==> config.mk <==
export PLATFORM = sky130hd
export DESIGN_NAME = join_adder
export DESIGN_NICKNAME = d
export VERILOG_FILES = /design/src/rtl/join_adder_pkg.sv /design/src/rtl/join_adder_fifo2.sv /design/src/rtl/join_adder.sv
export SDC_FILE = /design/constraint.sdc
export NUM_CORES = 1
export LEC_CHECK = 0
export ABC_AREA = 1
export ABC_CLOCK_PERIOD_IN_PS = 1800
export CORE_AREA = 5 5 94 61
export DETAILED_ROUTE_END_ITERATION = 7
export DIE_AREA = 0 0 99 66
export PLACE_DENSITY = 0.82
export RECOVER_POWER = 25
export SETUP_SLACK_MARGIN = 0.15
export SLEW_MARGIN = 20
export SYNTH_ARGS = -nofsm -noshare
export SYNTH_HDL_FRONTEND = slang
export SYNTH_SLANG_ARGS = --single-unit
==> constraint.sdc <==
create_clock -name clk -period 1.8 [get_ports clk]
set_input_delay 0.36 -clock clk [delete_from_list [all_inputs] [get_ports clk]]
set_output_delay 0.36 -clock clk [all_outputs]
set_load 0.01 [all_outputs]
==> src/rtl/join_adder_pkg.sv <==
// Shared types and helpers for the join-and-add stage.
package join_adder_pkg;

   // Widest full-width sum the reduction helper handles.
   localparam int MAX_W = 64;

   // One reduced result as it travels through the output buffer.
   typedef struct packed {
      logic             ovf;
      logic [MAX_W-1:0] data;
   } sum_entry_t;

   // Width needed to hold the sum of n_in*acc_len unsigned width-bit values.
   function automatic int full_width(input int width, input int n_in, input int acc_len);
      return width + $clog2(n_in * acc_len);
   endfunction

   // Reduce a zero-extended sum to out_w bits: flag lost high bits, then clamp or wrap.
   function automatic sum_entry_t reduce_sum(input logic [MAX_W-1:0] full,
                                             input int               out_w,
                                             input logic             sat);
      sum_entry_t r;
      r.ovf  = 1'b0;
      r.data = '0;
      for (int b = 0; b < MAX_W; b++) begin
         if (b >= out_w) begin
            r.ovf = r.ovf | full[b];
         end else begin
            r.ovf = r.ovf;
         end
      end
      for (int b = 0; b < MAX_W; b++) begin
         if (b < out_w) begin
            r.data[b] = full[b] | (sat & r.ovf);
         end else begin
            r.data[b] = 1'b0;
         end
      end
      return r;
   endfunction

endpackage

==> src/rtl/join_adder_fifo2.sv <==
// Two-entry valid/ready buffer; has_space_o is registered-state only (count < 2).
module fifo2 #(
   parameter int EW = 9
) (
   input  logic          clk,
   input  logic          rst_n,
   input  logic          push_i,
   input  logic [EW-1:0] push_data_i,
   output logic          has_space_o,
   output logic          pop_valid_o,
   input  logic          pop_ready_i,
   output logic [EW-1:0] pop_data_o
);

   logic [1:0][EW-1:0] mem_q, mem_d;
   logic               wr_ptr_q, wr_ptr_d;
   logic               rd_ptr_q, rd_ptr_d;
   logic [1:0]         count_q, count_d;
   logic               push_s, pop_s;

   assign has_space_o = (count_q != 2'd2);
   assign pop_valid_o = (count_q != 2'd0);
   assign pop_data_o  = mem_q[rd_ptr_q];
   assign push_s      = push_i && has_space_o;
   assign pop_s       = pop_valid_o && pop_ready_i;

   // Next-state for storage, pointers and occupancy.
   always_comb begin
      mem_d    = mem_q;
      wr_ptr_d = wr_ptr_q;
      rd_ptr_d = rd_ptr_q;
      count_d  = count_q;
      if (push_s) begin
         mem_d[wr_ptr_q] = push_data_i;
         wr_ptr_d        = ~wr_ptr_q;
      end else begin
         wr_ptr_d = wr_ptr_q;
      end
      if (pop_s) begin
         rd_ptr_d = ~rd_ptr_q;
      end else begin
         rd_ptr_d = rd_ptr_q;
      end
      case ({push_s, pop_s})
         2'b10:   count_d = count_q + 2'd1;
         2'b01:   count_d = count_q - 2'd1;
         default: count_d = count_q;
      endcase
   end

   // State registers; reset empties the buffer and zeroes the visible head.
   always_ff @(posedge clk or negedge rst_n) begin
      if (!rst_n) begin
         mem_q    <= '0;
         wr_ptr_q <= 1'b0;
         rd_ptr_q <= 1'b0;
         count_q  <= 2'd0;
      end else begin
         mem_q    <= mem_d;
         wr_ptr_q <= wr_ptr_d;
         rd_ptr_q <= rd_ptr_d;
         count_q  <= count_d;
      end
   end

endmodule

==> src/rtl/join_adder.sv <==
// Fork/join adder: one slot per input channel, optional accumulation over
// ACC_LEN tuples, truncating or saturating reduction, buffered output.
module join_adder
   import join_adder_pkg::*;
#(
   parameter int N_IN      = 2,
   parameter int WIDTH     = 8,
   parameter int ACC_LEN   = 1,
   parameter int OUT_WIDTH = WIDTH + $clog2(N_IN),
   parameter int SATURATE  = 0
) (
   input  logic                  clk,
   input  logic                  rst_n,
   input  logic [N_IN-1:0]       in_valid,
   output logic [N_IN-1:0]       in_ready,
   input  logic [N_IN*WIDTH-1:0] in_data,
   output logic                  sum_valid,
   input  logic                  sum_ready,
   output logic [OUT_WIDTH-1:0]  sum_data,
   output logic                  sum_ovf
);

   // Full-width sum is assumed to fit within MAX_W.
   localparam int FW = full_width(WIDTH, N_IN, ACC_LEN);
   localparam int BW = (ACC_LEN > 1) ? $clog2(ACC_LEN) : 1;
   localparam int EW = OUT_WIDTH + 1;

   logic [N_IN-1:0]       slot_full_q, slot_full_d;
   logic [N_IN*WIDTH-1:0] slot_data_q, slot_data_d;
   logic [FW-1:0]         acc_q, acc_d;
   logic [BW-1:0]         beat_q, beat_d;

   logic                  has_space_s;
   logic                  last_s;
   logic                  fire_s;
   logic                  push_s;
   logic [FW-1:0]         tuple_s;
   logic [FW-1:0]         total_s;
   sum_entry_t            red_s;
   logic [EW-1:0]         entry_s;
   logic [EW-1:0]         head_s;

   // Final beat must wait for buffer room; intermediate beats never push.
   assign last_s   = (beat_q == BW'(ACC_LEN - 1));
   assign fire_s   = (&slot_full_q) && (!last_s || has_space_s);
   assign push_s   = fire_s && last_s;
   assign in_ready = ~slot_full_q | {N_IN{fire_s}};

   // Zero-extended sum of the held tuple, then fold in the running accumulation.
   always_comb begin
      tuple_s = '0;
      for (int i = 0; i < N_IN; i++) begin
         tuple_s = tuple_s + FW'(slot_data_q[i*WIDTH +: WIDTH]);
      end
      total_s = acc_q + tuple_s;
   end

   assign red_s   = reduce_sum(MAX_W'(total_s), OUT_WIDTH, (SATURATE != 0));
   assign entry_s = {red_s.ovf, red_s.data[OUT_WIDTH-1:0]};

   // Bits above OUT_WIDTH are always zero after reduction.
   if (OUT_WIDTH < MAX_W) begin : g_hi
      logic unused_hi_s;
      assign unused_hi_s = |red_s.data[MAX_W-1:OUT_WIDTH];
   end

   // Slot capture/clear and accumulator/beat update.
   always_comb begin
      slot_full_d = slot_full_q;
      slot_data_d = slot_data_q;
      acc_d       = acc_q;
      beat_d      = beat_q;
      for (int i = 0; i < N_IN; i++) begin
         if (in_valid[i] && in_ready[i]) begin
            slot_full_d[i]                 = 1'b1;
            slot_data_d[i*WIDTH +: WIDTH] = in_data[i*WIDTH +: WIDTH];
         end else if (fire_s) begin
            slot_full_d[i] = 1'b0;
         end else begin
            slot_full_d[i] = slot_full_q[i];
         end
      end
      if (fire_s) begin
         if (last_s) begin
            acc_d  = '0;
            beat_d = '0;
         end else begin
            acc_d  = total_s;
            beat_d = beat_q + BW'(1);
         end
      end else begin
         acc_d  = acc_q;
         beat_d = beat_q;
      end
   end

   // Slot, accumulator and beat registers; reset drops any partial work.
   always_ff @(posedge clk or negedge rst_n) begin
      if (!rst_n) begin
         slot_full_q <= '0;
         slot_data_q <= '0;
         acc_q       <= '0;
         beat_q      <= '0;
      end else begin
         slot_full_q <= slot_full_d;
         slot_data_q <= slot_data_d;
         acc_q       <= acc_d;
         beat_q      <= beat_d;
      end
   end

   fifo2 #(
      .EW(EW)
   ) u_fifo (
      .clk        (clk),
      .rst_n      (rst_n),
      .push_i     (push_s),
      .push_data_i(entry_s),
      .has_space_o(has_space_s),
      .pop_valid_o(sum_valid),
      .pop_ready_i(sum_ready),
      .pop_data_o (head_s)
   );

   assign sum_ovf  = head_s[EW-1];
   assign sum_data = head_s[OUT_WIDTH-1:0];

endmodule

Fig. 1: run 1, routing congestion
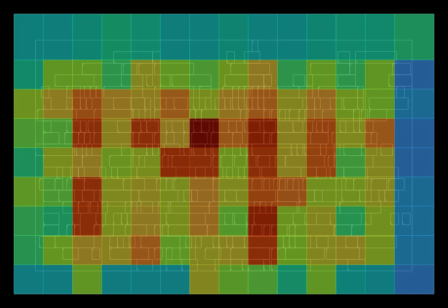
drt wl/cell: 15.1 um
Global Route Usage Sum: 0.180
global routing's busiest layer: met2
GRT met1 Usage: 0.242

Fig. 2: run 1, supply network
Pins as bars on the die edge. Tap cells in grey.
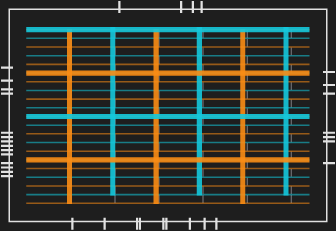
- orange: VSS
- cyan: VDD
- met5 straps: 4
- signal pins: 34
- met4 straps: 6
- met1 rails: 21
CORE AREA: 4830 um^2
chip width: 99 um
Peak VDD IR: 0.811 mV
chip height: 66 um

Fig. 3: run 1, routed metal, one colour a layer
The bar under the picture is 20 um long.
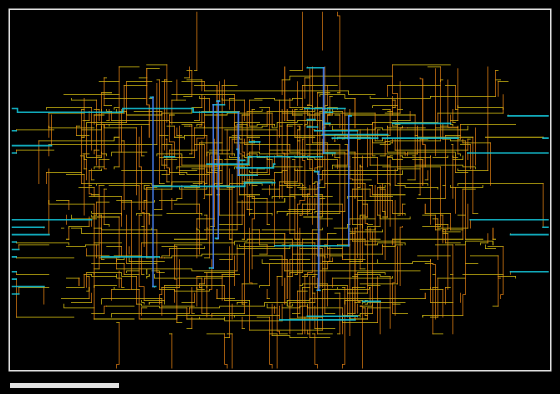
- blue: met4 (wire length 163 um)
- yellow: met1 (wire length 2630 um)
- cyan: met3 (wire length 333 um)
- orange: met2 (wire length 2770 um)

==> impl_metrics.env, run 1 <==
# source this file to load flow results
export IMPL_seq_area_um2=1000
export IMPL_ys_sh_simple=0.312
export IMPL_combGateArea_um2=1360
export IMPL_setup_tns_ps=-369
export IMPL_fin_crit_ps=1910
export IMPL_comb_area_frac=0.424
export IMPL_worstPathArrival_ps=2110
export IMPL_clk_pin_slew_ps=80
export IMPL_fin_nets=362
export IMPL_utilization=0.662
export IMPL_postRouteAntennaNets=0
export IMPL_clkLatencyLatePin_ps=300
export IMPL_grt_pass1_vias=1977
export IMPL_setup_viol=4
export IMPL_ys_seq_frac=0.453
export IMPL_buffers=66
export IMPL_power_frac_comb=0.669
export IMPL_diodes=0
export IMPL_setup_ws_ps=-105
export IMPL_area_growth_pct=44.5
export IMPL_hold_class="in -> async"
export IMPL_drv_cap=0
export IMPL_cpMaxStageDelayCell="dfrtp_1"
export IMPL_layout_cells_non_filler=391
export IMPL_r2r_start="slot_data_q[9]"
export IMPL_post_cts_buffers=10
export IMPL_area_share_nonclk_buffers=0.180
export IMPL_crit_end="u_fifo.mem_q[7]"
export IMPL_yosys_cell_count_top_type="nand2_1"
export IMPL_most_common_layout_cells="nand2_1, dfrtp_1, buf_4"
export IMPL_grt_overflow_total=0
export IMPL_lay_top_count="nand2_1"
export IMPL_netSwitchingFraction=0.442
export IMPL_leakagePower_nw=1.59
export IMPL_dp_cells=359
export IMPL_outcome="finished, violations left"
export IMPL_edf_count=0
export IMPL_fp_nets=296
export IMPL_gp_congestion=0.813
export IMPL_ys_sh_xor=0.0158
export IMPL_syn_area_um2=2210
export IMPL_top_area_frac=0.453
export IMPL_critical_path_depth=12
export IMPL_grt_max_degree=41
export IMPL_worstSetupStartpoint="slot_data_q[9]"
export IMPL_n_all_inverters=21
export IMPL_yosys_area_top_type="dfrtp_1"
export IMPL_seq_cells=40
export IMPL_root_buffer="clkbuf_8"
export IMPL_ys_flops=40
export IMPL_violations="negative setup slack"
export IMPL_power_largest_group="combinational logic"
export IMPL_worstPathCellList="ha_1, ha_2, inv_2, fa_2, inv_1, nand2_1, nand2_1, nand3b_1, nand2_1, nand2_2, nand3_2, nand2_1"
export IMPL_yosysWarnings=0
export IMPL_holdWs_ps=299
export IMPL_yosysCellCount=258
export IMPL_hold_violations=0
Fig. 4: run 1, cells coloured by class
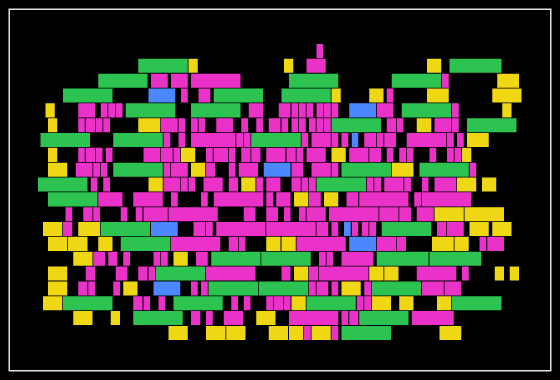

## Run 2: what changed since run 1
Settings changed: SETUP_SLACK_MARGIN 0.15 to not set, SKIP_LAST_GASP set to 1.
Fig. 5: run 2, cells coloured by class
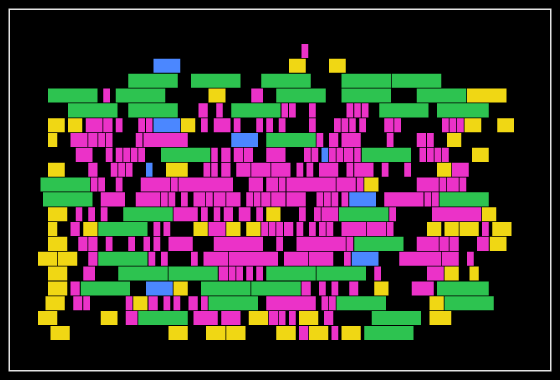
- blue: clock drivers and dummy loads (cells 8)
- magenta: all other logic (cells 211)
- green: flops (cells 40)
- yellow: other buffers and delay cells (cells 53)
flop share of the area: 0.341
num rows: 20
fin area: 2940 um^2
post-layout util: 0.609

Fig. 6: run 2, routing congestion
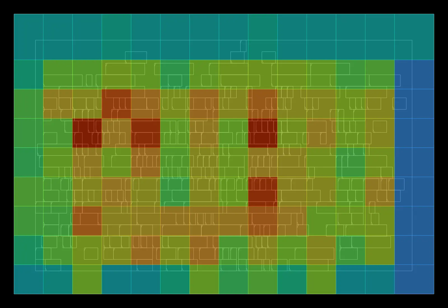
GRT met1 Usage: 0.216
M3 GR Usage: 0.0421
drt wl/cell: 12.8 um
Global Route Usage Sum: 0.156
met2 GRT Util: 0.242

Fig. 7: run 2, supply network
Pins as bars on the die edge. Tap cells in grey.
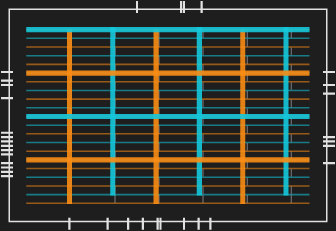
- orange: VSS
- cyan: VDD
- rows: 20
- met5 straps: 4
- met1 rails: 21
- signal pins: 34
- met4 straps: 6

==> run 2 against run 1 <==
- the run still ends with negative setup slack left
- critical path depth stayed put
- synthesized cell count stayed put
- combinational power is 18% lower
- sequential cell count stayed put
- power is 13% lower
- sequential share of layout area is 2.7 points higher
- cell count is 3.3% lower
- worst hold slack worse by 150 ps
- die area stayed put
- utilization is 5.3 points lower
- non-clock buffer count is 13 lower
- critical path type unchanged
- largest power group unchanged
- highest routed layer unchanged
==> impl_metrics.env, run 2 <==
# source this file to load flow results
export IMPL_outcome="finished, violations left"
export IMPL_violations="negative setup slack"
export IMPL_ys_seq_frac=0.453
export IMPL_edf_count=0
export IMPL_worstPathArrival_ps=2070
export IMPL_clk_pin_slew_ps=80
export IMPL_hold_class="in -> async"
export IMPL_lay_top_count="nand2_1"
export IMPL_ys_sh_simple=0.312
export IMPL_warnings=28
export IMPL_postRouteAntennaNets=0
export IMPL_yosys_area_top_type="dfrtp_1"
export IMPL_hold_violations=0
export IMPL_crit_end="u_fifo.mem_q[17]"
export IMPL_core_um2=4830
export IMPL_root_buffer="clkbuf_8"
export IMPL_yosysCellCount=258
export IMPL_p_per_area_nw_per_um2=2080
export IMPL_clkLatencyLatePin_ps=290
export IMPL_gp_congestion=0.801
export IMPL_cpMaxStageDelayCell="dfrtp_1"
export IMPL_end_kind="register"
export IMPL_irDropWorstVdd_mv=0.773
export IMPL_r2r_start="slot_data_q[9]"
export IMPL_diodes=0
export IMPL_most_common_layout_cells="nand2_1, dfrtp_1, nand3_1"
export IMPL_syn_area_um2=2210
export IMPL_power_frac_comb=0.632
export IMPL_power_largest_group="combinational logic"
export IMPL_setup_ws_ps=-86.8
export IMPL_cts_hold_buf=0
export IMPL_worstSetupStartpoint="slot_data_q[9]"
export IMPL_netSwitchingFraction=0.435
export IMPL_grt_overflow_total=0
export IMPL_grt_pass1_vias=1807
export IMPL_top_usage_layer="met2"
export IMPL_top_area_frac=0.453
export IMPL_area_share_nonclk_buffers=0.160
export IMPL_fin_nets=349
export IMPL_fp_nets=296
export IMPL_chipArea_um2=6530
export IMPL_n_all_inverters=21
export IMPL_setup_viol=6
export IMPL_yosys_cell_count_top_type="nand2_1"
export IMPL_worstPathCellList="ha_1, ha_2, inv_2, fa_2, inv_2, nand2_2, nand2_2, nand3b_1, nand2_1, nand2_2, nand3_2, nand2_2"
export IMPL_top_regs="u_fifo.mem_q: 18 flops, slot_data_q: 16 flops"
export IMPL_combGateArea_um2=1210
export IMPL_seq_cells=40
export IMPL_ys_sh_xor=0.0158
export IMPL_critical_path_depth=12
export IMPL_holdWs_ps=146
export IMPL_p_total_mw=6.11
export IMPL_leakagePower_nw=1.52
export IMPL_ys_flops=40
export IMPL_yosysWarnings=0
export IMPL_area_growth_pct=32.9
export IMPL_layout_cells_non_filler=378
export IMPL_grt_max_degree=34
export IMPL_post_cts_buffers=4
export IMPL_seq_area_um2=1000
export IMPL_drv_cap=0
export IMPL_comb_area_frac=0.412
export IMPL_fin_crit_ps=1890
export IMPL_setup_tns_ps=-403
No activity file was given, so power comes from the tool's default toggle rates.
